===== src/rtl/bytecode_fetch_unit_pkg.sv =====
// Shared constants for the JVM bytecode fetch path.
// Fetch FSM encodings and default geometry.
package bytecode_fetch_unit_pkg;

   localparam int PC_W_DEF  = 16;
   localparam int DEPTH_DEF = 4;

   localparam logic [1:0] F_IDLE = 2'd0;
   localparam logic [1:0] F_REQ  = 2'd1;
   localparam logic [1:0] F_DROP = 2'd2;

endpackage


===== src/rtl/bytecode_fetch_unit_if.sv =====
// Instruction memory read port: req/adr held until ack.
// master = fetch unit, slave = memory.
interface bytecode_fetch_unit_if #(
   parameter int PC_W = bytecode_fetch_unit_pkg::PC_W_DEF
);

   logic            req;
   logic [PC_W-1:0] adr;
   logic            ack;
   logic [7:0]      rdata;

   modport master (
      output req,
      output adr,
      input  ack,
      input  rdata
   );

   modport slave (
      input  req,
      input  adr,
      output ack,
      output rdata
   );

endinterface


===== src/rtl/bytecode_fetch_unit_fifo.sv =====
// Prefetch byte FIFO with flush; head reads 0 when empty.
// Pointers wrap naturally; count is one bit wider.
module bytecode_fifo
   import bytecode_fetch_unit_pkg::*;
#(
   parameter  int DEPTH = DEPTH_DEF,
   localparam int AW    = $clog2(DEPTH),
   localparam int CW    = AW + 1
) (
   input  logic          clk,
   input  logic          rst_n,
   input  logic          push,
   input  logic [7:0]    wdata,
   input  logic          pop,
   input  logic          flush,
   output logic [CW-1:0] count,
   output logic [7:0]    head,
   output logic          empty
);

   logic [7:0]    mem [DEPTH];
   logic [AW-1:0] rd_ptr;
   logic [AW-1:0] wr_ptr;
   logic          do_push;
   logic          do_pop;

   assign empty   = (count == '0);
   assign do_push = push && !flush;
   assign do_pop  = pop && !flush && !empty;
   assign head    = empty ? 8'h00 : mem[rd_ptr];

   // Pointer and occupancy tracking; flush empties in one cycle.
   always_ff @(posedge clk or negedge rst_n) begin
      if (!rst_n) begin
         rd_ptr <= '0;
         wr_ptr <= '0;
         count  <= '0;
      end else if (flush) begin
         rd_ptr <= '0;
         wr_ptr <= '0;
         count  <= '0;
      end else begin
         if (do_push)
            wr_ptr <= wr_ptr + AW'(1);
         if (do_pop)
            rd_ptr <= rd_ptr + AW'(1);
         count <= count + CW'(do_push) - CW'(do_pop);
      end
   end

   // Byte storage, written at the tail.
   always_ff @(posedge clk) begin
      if (do_push)
         mem[wr_ptr] <= wdata;
   end

   // The fetch FSM stops requesting before the buffer fills.
   a_no_overflow : assert property (
      @(posedge clk) disable iff (!rst_n)
      !(do_push && count == CW'(DEPTH))
   );

endmodule


===== src/rtl/bytecode_fetch_unit.sv =====
// Bytecode fetch: PC tracking, memory req/ack FSM and
// prefetch buffer feeding the JVM decoder one byte per advance.
module bytecode_fetch_unit
   import bytecode_fetch_unit_pkg::*;
#(
   parameter int              PC_W     = PC_W_DEF,
   parameter int              DEPTH    = DEPTH_DEF,
   parameter logic [PC_W-1:0] RESET_PC = '0
) (
   input  logic                 clk,
   input  logic                 reset,
   input  logic                 advance,
   input  logic                 redirect,
   input  logic [PC_W-1:0]      redirect_pc,
   output logic [7:0]           iram_data,
   output logic                 waiting,
   output logic [PC_W-1:0]      head_pc,
   bytecode_fetch_unit_if.master mem
);

   localparam int CW = $clog2(DEPTH) + 1;

   logic [1:0]      state;
   logic [1:0]      state_nx;
   logic [PC_W-1:0] fetch_pc;
   logic [PC_W-1:0] fetch_nx;
   logic [PC_W-1:0] adr_q;
   logic [PC_W-1:0] adr_nx;
   logic [CW-1:0]   count;
   logic [CW-1:0]   count_nx;
   logic            push;
   logic            pop;
   logic            empty;

   // Data from a request that was redirected away is never pushed.
   assign push     = (state == F_REQ) && mem.ack && !redirect;
   assign pop      = advance && !redirect && !empty;
   assign count_nx = count + CW'(push) - CW'(pop);

   assign mem.req  = (state != F_IDLE);
   assign mem.adr  = adr_q;
   assign waiting  = empty;

   bytecode_fifo #(
      .DEPTH (DEPTH)
   ) u_fifo (
      .clk   (clk),
      .rst_n (reset),
      .push  (push),
      .wdata (mem.rdata),
      .pop   (pop),
      .flush (redirect),
      .count (count),
      .head  (iram_data),
      .empty (empty)
   );

   // Next fetch PC, request address and FSM state.
   always_comb begin
      state_nx = state;
      adr_nx   = adr_q;
      fetch_nx = fetch_pc;
      if (redirect)
         fetch_nx = redirect_pc;
      else if (push)
         fetch_nx = fetch_pc + PC_W'(1);
      case (state)
         F_IDLE: begin
            if (redirect || count < CW'(DEPTH)) begin
               state_nx = F_REQ;
               adr_nx   = fetch_nx;
            end
         end
         F_REQ: begin
            if (mem.ack) begin
               if (redirect || count_nx < CW'(DEPTH))
                  adr_nx = fetch_nx;
               else
                  state_nx = F_IDLE;
            end else if (redirect) begin
               state_nx = F_DROP;
            end
         end
         F_DROP: begin
            if (mem.ack) begin
               state_nx = F_REQ;
               adr_nx   = fetch_nx;
            end
         end
         default: state_nx = F_IDLE;
      endcase
   end

   // FSM, fetch PC and held request address.
   always_ff @(posedge clk or negedge reset) begin
      if (!reset) begin
         state    <= F_IDLE;
         fetch_pc <= RESET_PC;
         adr_q    <= RESET_PC;
      end else begin
         state    <= state_nx;
         fetch_pc <= fetch_nx;
         adr_q    <= adr_nx;
      end
   end

   // PC of the byte at the head of the buffer.
   always_ff @(posedge clk or negedge reset) begin
      if (!reset)
         head_pc <= RESET_PC;
      else if (redirect)
         head_pc <= redirect_pc;
      else if (pop)
         head_pc <= head_pc + PC_W'(1);
   end

endmodule


===== src/flat_wrapper.sv =====
// flat-port wrapper written by rule: the top's interface ports become plain ports
module bytecode_fetch_unit_flat import bytecode_fetch_unit_pkg::*;
#(
   parameter int              PC_W     = PC_W_DEF,
   parameter int              DEPTH    = DEPTH_DEF,
   parameter logic [PC_W-1:0] RESET_PC = '0
)
  (clk, reset, advance, redirect, redirect_pc, iram_data, waiting, head_pc, mem_req, mem_adr, mem_ack, mem_rdata);
  bytecode_fetch_unit_if #(.PC_W(PC_W)) mem_i ();
  input  logic clk;
  input  logic reset;
  input  logic advance;
  input  logic redirect;
  input  logic [PC_W-1:0] redirect_pc;
  output logic [7:0] iram_data;
  output logic waiting;
  output logic [PC_W-1:0] head_pc;
  output wire logic [$bits(mem_i.req)-1:0] mem_req;
  output wire logic [$bits(mem_i.adr)-1:0] mem_adr;
  input wire logic [$bits(mem_i.ack)-1:0] mem_ack;
  input wire logic [$bits(mem_i.rdata)-1:0] mem_rdata;
  assign mem_req = mem_i.req;
  assign mem_adr = mem_i.adr;
  assign mem_i.ack = mem_ack;
  assign mem_i.rdata = mem_rdata;
  bytecode_fetch_unit #(.PC_W(PC_W), .DEPTH(DEPTH), .RESET_PC(RESET_PC)) u_core (.clk(clk), .reset(reset), .advance(advance), .redirect(redirect), .redirect_pc(redirect_pc), .iram_data(iram_data), .waiting(waiting), .head_pc(head_pc), .mem(mem_i));
endmodule

===== config.mk =====
export PLATFORM = sky130hd
export DESIGN_NAME = bytecode_fetch_unit_flat
export DESIGN_NICKNAME = d
export VERILOG_FILES = /design/src/rtl/bytecode_fetch_unit_pkg.sv /design/src/rtl/bytecode_fetch_unit_if.sv /design/src/rtl/bytecode_fetch_unit_fifo.sv /design/src/rtl/bytecode_fetch_unit.sv /design/src/flat_wrapper.sv
export SDC_FILE = /design/constraint.sdc
export NUM_CORES = 1
export LEC_CHECK = 0
export CAP_MARGIN = 20
export CORE_MARGIN = 4
export CORE_UTILIZATION = 54
export CTS_CLUSTER_SIZE = 16
export DETAILED_ROUTE_END_ITERATION = 7
export PLACE_DENSITY = 0.83
export SYNTH_ARGS = -nofsm -noshare
export SYNTH_HDL_FRONTEND = slang
export SYNTH_SLANG_ARGS = --single-unit

===== constraint.sdc =====
create_clock -name clk -period 4.3 [get_ports clk]
set_clock_uncertainty 0.1 [all_clocks]
set_input_delay 0.86 -clock clk [delete_from_list [all_inputs] [get_ports clk]]
set_output_delay 0.86 -clock clk [all_outputs]
set_load 0.01 [all_outputs]

power_grid.png
Drawn at 4 px/um. Pins as bars on the die edge. Tap cells in gray.
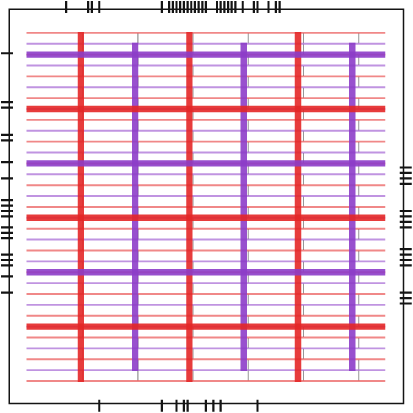
[red] VSS
[purple] VDD
tap cells: 102
met4 straps: 6
signal pins: 71
met5 straps: 6

placement_by_type.png
Drawn at 4 px/um. Fill, decap, tap and diode cells in gray.
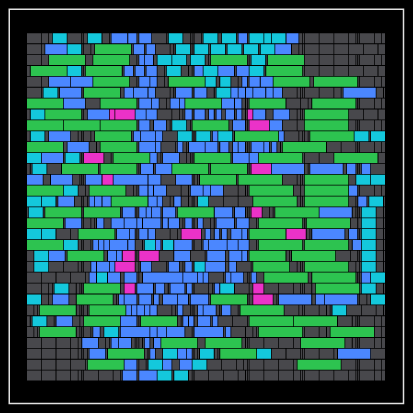
[green] sequential cells | cells: 89 | share of their area: 46%
[blue] combinational and other logic | cells: 231 | share of their area: 36%
[magenta] clock drivers and dummy loads | cells: 16 | share of their area: 3.3%
[cyan] remaining buffers and delay cells | cells: 77 | share of their area: 14%

clk_routes.png
Drawn at 4 px/um.
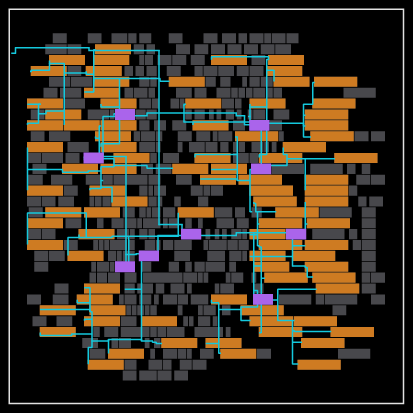
[purple] clock drivers | count: 9
[cyan] clock wires | length: 1020 um
[orange] flip-flops | count: 89
routed clock nets: 10

==> flow_metrics.py <==
# Generated from Yosys and OpenROAD reports
metrics = {
    "pwr": {
        "p_clk_share_pct": 18.1,
        "clk-power_mw": 0.507,
        "power.switching_mw": 0.905,
        "power_sequential_mw": 1.20,
        "p_leak_nw": 2.05,
        "swShare_pct": 32.4,
        "comb_power_share_pct": 38.9,
    },
    "final_layout": {
        "n_all_inverters": 10,
        "clockNetworkAreaShare_pct": 3.20,
        "buffer_area_share_pct": 14.1,
        "buffers": 77,
        "seq_cell_count": 89,
        "n_antenna_cell": 0,
        "area.sequential_um2": 2390,
        "filler_cells_inserted": 590,
        "share_of_final_layout_standard_cells_stronger_than_drive_strength_1_pct": 18.2,
        "num-nets-final": 447,
        "top_register": "u_core.u_fifo.mem",
        "largest_register_ffs": 32,
        "mostFrequentLayoutCells": "clkdlybuf4s50_1, dfrtp_1, edfxtp_1",
        "logic_area_um2": 1840,
        "layoutNonFillerInstCount": 515,
        "seqAreaFraction_pct": 45.0,
        "comb_cells": 221,
    },
    "timing": {
        "unrepaired_setup_endpoints_after_global_routing": "no",
        "setup_total_negative_slack_ns": 0,
        "drv_slew": 0,
        "hold_ws_ns": 0.363,
        "setup_ws_final_ns": 0.835,
        "timing.fmax_mhz": 289,
        "finalHoldViolCount": 0,
    },
    "clock_tree": {
        "cts_buffer_depth": 2,
        "number_of_hold_buffers_added_after_cts": 0,
        "clock-root-buffer": "clkbuf_8",
        "cts.sinks": 89,
        "cts_setup_buffers": 0,
        "tritoncts": "yes",
    },
    "routing": {
        "drtPass1Iterations": 4,
        "route.antenna.remaining_nets": 0,
        "route.met3.wl_um": 473,
        "m1WireLength_um": 3770,
    },
    "critical_path": {
        "rrSetupSlack_ns": 0.95,
        "worst-endpoint-required_ns": 4.44,
        "critical_path_arrival_ns": 3.60,
        "timing.reg2reg.worst_path_depth": 11,
        "critPathCaptureType": "flop",
        "timing.critical_path.mode_cell": "nand2_1",
        "crit-reg2reg-capture": "u_core.mem.adr[1]$_DFFE_PN0P_",
        "crit_buf_inv": 2,
        "critPathLaunchType": "input port",
    },
    "synth": {
        "synth_compound_gate_area_share_pct": 4.70,
        "proportion_of_synthesized_chip_area_in_sequential_cells_pct": 54.3,
        "dominant_register_cell": "dfrtp_1",
        "area_leaders": "dfrtp_1, edfxtp_1, mux2_2",
        "synth-edff-count": 32,
        "synth.cellmix.xorXnorShare_pct": 5.98,
        "fp_nets": 375,
        "ys_sh_simple_pct": 14.8,
        "yosys.cell_types.count": 52,
        "ys_area_um2": 4390,
        "synth.logic.top_family": "simple AND/OR/NAND/NOR gates",
        "top_cells_by_count": "dfrtp_1, edfxtp_1, nor2_1, mux2_2, nand2_1",
        "synth-async-reset-ratio_pct": 64.0,
    },
    "min_path": {
        "worst_hold_path_type": "in -> async",
    },
    "floorplanning": {
        "boundaryPins": 71,
        "core_area_um2": 7810,
        "number_of_standard_cell_rows_in_the_floorplan": 32,
        "die-area_um2": 9640,
        "die_width_um": 98.2,
    },
    "global_routing": {
        "pin_count_of_the_biggest_net_entering_global_routing": 37,
        "layer_carrying_the_most_global_route_usage": "met2",
        "grt_antenna_before_repair": 0,
    },
    "outcome": {
        "outcome": "complete, no violations",
    },
    "placed_design": {
        "dp.cells": 499,
        "gp_congestion": 0.843,
        "io_buffer_count": 70,
        "dpl_cell_area_um2": 5140,
        "dp_hpwl_um": 6580,
    },
}
wires.png
Drawn at 4 px/um.
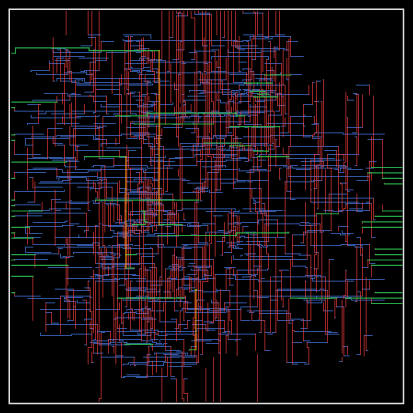
[blue] metal 1 | wire length: 3770 um
[green] metal 3 | wire length: 474 um
[orange] metal 4 | wire length: 86.4 um
[red] metal 2 | wire length: 4550 um
final routed wirelength across all metal layers: 8880 um
count of vias placed by the detailed router: 2853
global-route usage over all layers: 19.6%

congestion.png
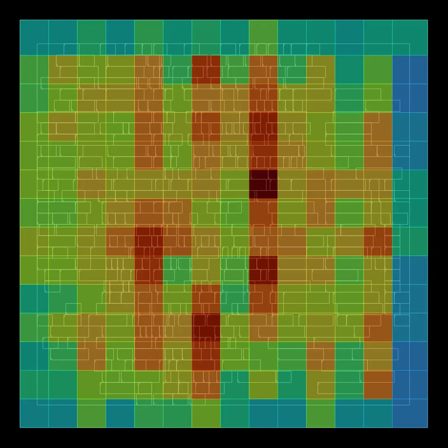
met2 track demand over resource in global routing: 33.4%
per-cell routed wire length: 17.2 um

Power figures rest on the tool's default switching activity, not on a simulated workload.
